final_clocks.png
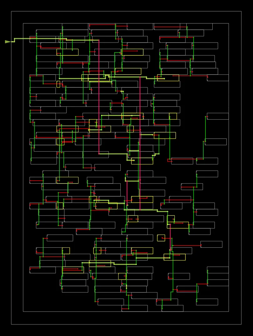
pins.png
(3 px per µm) Pins as bars across the die edge, other pins in gray.
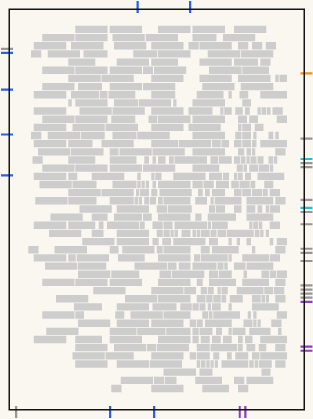
met3.png
(4 px per µm)
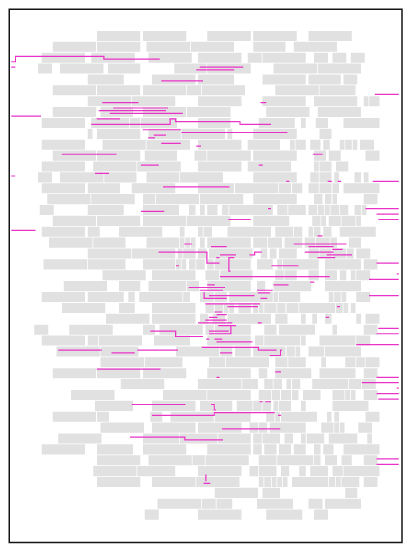
met4.png
(3 px per µm) Supply wires on this layer in gray.
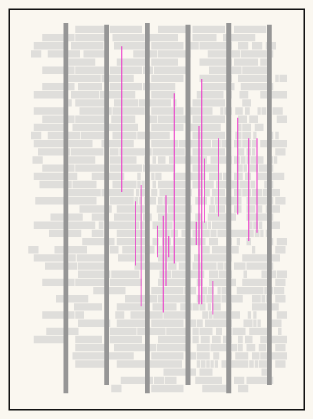
zoom.png
Window x 48 to 98, y 75 to 125 µm. Cells in gray, sequential cells in the stronger gray; small squares are vias.
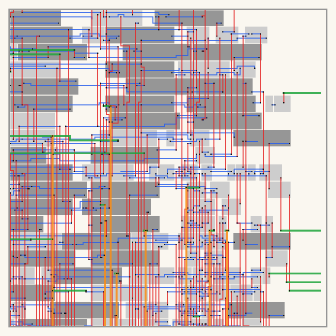
`src/rtl/uart_echo_fifo.sv`:
```
// Byte loopback between UART receiver and transmitter: words are buffered in a
// DEPTH-entry FIFO and re-issued with a runtime-selectable transform.
module uart_echo_fifo #(
    parameter int unsigned WIDTH        = 8,
    parameter int unsigned DEPTH        = 16,
    parameter int unsigned ADDEND       = 1,
    parameter int unsigned DROP_ON_FULL = 0
) (
    input  logic                       clk,
    input  logic                       reset,
    input  logic [WIDTH-1:0]           rx_data,
    input  logic                       rx_flag,
    output logic                       rx_ack,
    output logic [WIDTH-1:0]           tx_data,
    input  logic                       tx_flag,
    output logic                       tx_wr,
    input  logic [1:0]                 mode,
    input  logic                       clr_ovf,
    output logic [$clog2(DEPTH+1)-1:0] count,
    output logic                       ovf
);

    localparam int unsigned PW = $clog2(DEPTH);
    localparam int unsigned CW = $clog2(DEPTH + 1);

    localparam logic R_IDLE = 1'b0;
    localparam logic R_ACK  = 1'b1;
    localparam logic T_IDLE = 1'b0;
    localparam logic T_WR   = 1'b1;

    logic             rx_state_q, rx_state_d;
    logic             tx_state_q, tx_state_d;
    logic [PW-1:0]    wr_ptr_q, rd_ptr_q;
    logic [CW-1:0]    count_q, count_d;
    logic             ovf_q, ovf_d;
    logic [WIDTH-1:0] tx_data_q, tx_data_d;
    logic [WIDTH-1:0] mem_q [DEPTH];

    logic full, accept, push, drop, pop;

    function automatic logic [WIDTH-1:0] transform(input logic [WIDTH-1:0] w,
                                                   input logic [1:0]       m);
        logic [31:0]      v;
        logic [WIDTH-1:0] r;
        v = 32'(w);
        r = w;
        case (m)
            2'd0: r = w;
            2'd1: r = w + WIDTH'(ADDEND);
            2'd2: r = ~w;
            default: begin
                // ASCII letters only; other widths pass through unchanged
                if (WIDTH == 8 && ((v >= 32'h41 && v <= 32'h5A) ||
                                   (v >= 32'h61 && v <= 32'h7A))) begin
                    r = w ^ WIDTH'(32'h20);
                end
            end
        endcase
        return r;
    endfunction

    assign full = (count_q == CW'(DEPTH));

    always_comb begin
        accept = 1'b0;
        push   = 1'b0;
        drop   = 1'b0;
        if (rx_state_q == R_IDLE && rx_flag) begin
            if (!full) begin
                accept = 1'b1;
                push   = 1'b1;
            end else if (DROP_ON_FULL != 0) begin
                accept = 1'b1;
                drop   = 1'b1;
            end
        end
        pop        = (tx_state_q == T_IDLE) && (count_q != '0) && tx_flag;
        rx_state_d = accept ? R_ACK : R_IDLE;
        tx_state_d = pop ? T_WR : T_IDLE;
        tx_data_d  = pop ? transform(mem_q[rd_ptr_q], mode) : tx_data_q;
        case ({push, pop})
            2'b10:   count_d = count_q + CW'(1);
            2'b01:   count_d = count_q - CW'(1);
            default: count_d = count_q;
        endcase
        // A drop in the same cycle as a clear keeps the flag set
        ovf_d = drop ? 1'b1 : (clr_ovf ? 1'b0 : ovf_q);
    end

    always_ff @(posedge clk or posedge reset) begin
        if (reset) begin
            rx_state_q <= R_IDLE;
            tx_state_q <= T_IDLE;
            wr_ptr_q   <= '0;
            rd_ptr_q   <= '0;
            count_q    <= '0;
            ovf_q      <= 1'b0;
            tx_data_q  <= '0;
        end else begin
            rx_state_q <= rx_state_d;
            tx_state_q <= tx_state_d;
            if (push) wr_ptr_q <= wr_ptr_q + PW'(1);
            if (pop)  rd_ptr_q <= rd_ptr_q + PW'(1);
            count_q    <= count_d;
            ovf_q      <= ovf_d;
            tx_data_q  <= tx_data_d;
        end
    end

    always_ff @(posedge clk) begin
        if (push) mem_q[wr_ptr_q] <= rx_data;
    end

    assign rx_ack  = (rx_state_q == R_ACK);
    assign tx_wr   = (tx_state_q == T_WR);
    assign tx_data = tx_data_q;
    assign count   = count_q;
    assign ovf     = ovf_q;

endmodule

```
`config.mk`:
```
export PLATFORM = sky130hd
export DESIGN_NAME = uart_echo_fifo
export DESIGN_NICKNAME = d
export VERILOG_FILES = /design/src/rtl/uart_echo_fifo.sv
export SDC_FILE = /design/constraint.sdc
export NUM_CORES = 1
export LEC_CHECK = 0
export CORE_ASPECT_RATIO = 1.4
export CORE_MARGIN = 5
export CORE_UTILIZATION = 60
export CTS_CLUSTER_DIAMETER = 200
export DETAILED_ROUTE_END_ITERATION = 6
export GPL_TIMING_DRIVEN = 0
export PLACE_DENSITY = 0.79
export SKIP_CTS_REPAIR_TIMING = 1
export SLEW_MARGIN = 20
export SYNTH_ARGS = -nofsm -noshare
export SYNTH_HDL_FRONTEND = slang
export SYNTH_SLANG_ARGS = --single-unit
```
`constraint.sdc`:
```
create_clock -name clk -period 7.76 [get_ports clk]
set_input_delay 1.164 -clock clk [delete_from_list [all_inputs] [get_ports clk]]
set_output_delay 1.164 -clock clk [all_outputs]
set_load 0.02 [all_outputs]
```
==> qor.yml <==
timing:
  hold_viol_final: 0
  rsz0062_at_grt: "no"
  post-route-period-util_pct: 46.9
  holdWs_ns: 0.485
  setup_ws_ns: 4.12
  max_slew_margin_pct: 34.0
  drv_slew: 0
  setup_tns_ns: 0
worst_setup_path:
  worst-setup-path-type: "primary input to register"
  slowest_delay_ns: 0.79
  crit_end: "count[4]"
  rr_startpoint: "count[0]"
  cpMostUsedCell: "inv_1"
  required_ns: 8.07
  cp-start-kind: "primary input"
  cp_cell_sequence: "clkdlybuf4s50_1 -> nor3b_1 -> inv_1 -> ha_1 -> inv_1 -> fa_1 -> inv_1 -> a21o_1 -> a21oi_1 -> xnor2_1 -> nor2_1 -> xnor2_1"
  cp_num_cells: 12
synth:
  synth_dominant_cell_count: "edfxtp_1"
  synth_cell_types: 53
  ys.flops: 151
  syn_area_mm2: 0.00648
  top_logic_kind: "multiplexers"
  ys_chip_area_mm2: 0.00648
  top_cells_by_count: "edfxtp_1, nand2_1, dfrtp_1"
  aoi_share_pct: 4.44
  netlist_instances: 385
  ys_cells: 385
  synth-simple-area-share_pct: 7.01
  mux_area_share_pct: 12.3
pwr:
  p_sw_share_pct: 34.1
  worst_ir_drop_vdd_mv: 0.192
  finalPower_uw: 2900
  p_seq_uw: 1050
  combPwrFrac_pct: 36.6
  pwr-share-clk_pct: 27.3
  power.group.top: "combinational cells"
detailed_routing:
  wl_per_cell_um: 23.8
  vias: 3553
  wl_met2_mm: 7.27
  drtPass1Iterations: 7
  avgViaCountPerCell: 6.07
  drt-total-wl_mm: 13.9
grt:
  grtUsageMet3_pct: 6.01
  grt-busiest-layer: "met2"
  antenna_found_initial: 0
  grt-ovfl-total: 0
  grt_max_degree: 24
  grt_pass1_wl_mm: 21.3
finish:
  largest_reg_flops: 128
  drive_gt1_share_pct: 15.5
  post-route-util_pct: 70.1
  comb_share_pct: 25.1
  regArea_mm2: 0.00442
  fillers: 695
  final_nets: 460
  fin_cells: 585
  n_antenna_cell: 0
  buffers: 44
  n_all_inverters: 14
  layout_top_cells: "edfxtp_1, nand2_1, clkdlybuf4s50_1, dfrtp_1, mux4_2"
  combGateArea_mm2: 0.00189
status:
  status: "completed"
cts:
  htreeDepth: 4
  tritoncts: "yes"
worst_hold_path:
  worstHoldStart: "tx_data[1]"
  worst_hold_path.endpoint: "tx_data[1]"
flow_run:
  cap_violations: 0
  tool_warnings: 33
die:
  initCoreUtil_pct: 60.6
  ios: 31
  core_mm2: 0.0107
  num_rows: 45
  tap_cells: 141
  dieArea_mm2: 0.0130
placed_design:
  port_buffers: 27
Notes on final_clocks.png above:
clock buffers: 18
Layout Skew: 0.00765 ns
registers: 151
CTS Sinks: 151

Notes on pins.png above:
legend:
  `ovf`:
    color: orange
    pins: 1
    direction: output
    edge: right
  `rx_data`:
    color: blue
    pins: 8
    direction: input
    edge: 4 left, 2 bottom, 2 top
  `count`:
    color: purple
    pins: 5
    direction: output
    edge: 3 right, 2 bottom
  `mode`:
    color: cyan
    pins: 2
    direction: input
    edge: right
all pins by edge: 19 right, 5 left, 5 bottom, 2 top

Notes on met3.png above:
wire length on this layer: 790 µm
longest straight run: 27.1 µm
nets with wire on the layer: 81
share of all routed wire: 5.7%
main direction: horizontal

Notes on met4.png above:
share of all routed wire: 3.9%
wire length on this layer: 541 µm

Notes on zoom.png above:
legend:
  met4:
    color: orange
  met2:
    color: red
  met1:
    color: blue
  met3:
    color: green
most frequent: edfxtp_1 (29), nand2_1 (6)
cells with their middle in the window: 104
netlist names of flops here include: `mem_q` (29), `tx_data` (4)
sequential cells in the window: 33

No activity file was given, so power comes from the tool's default toggle rates.
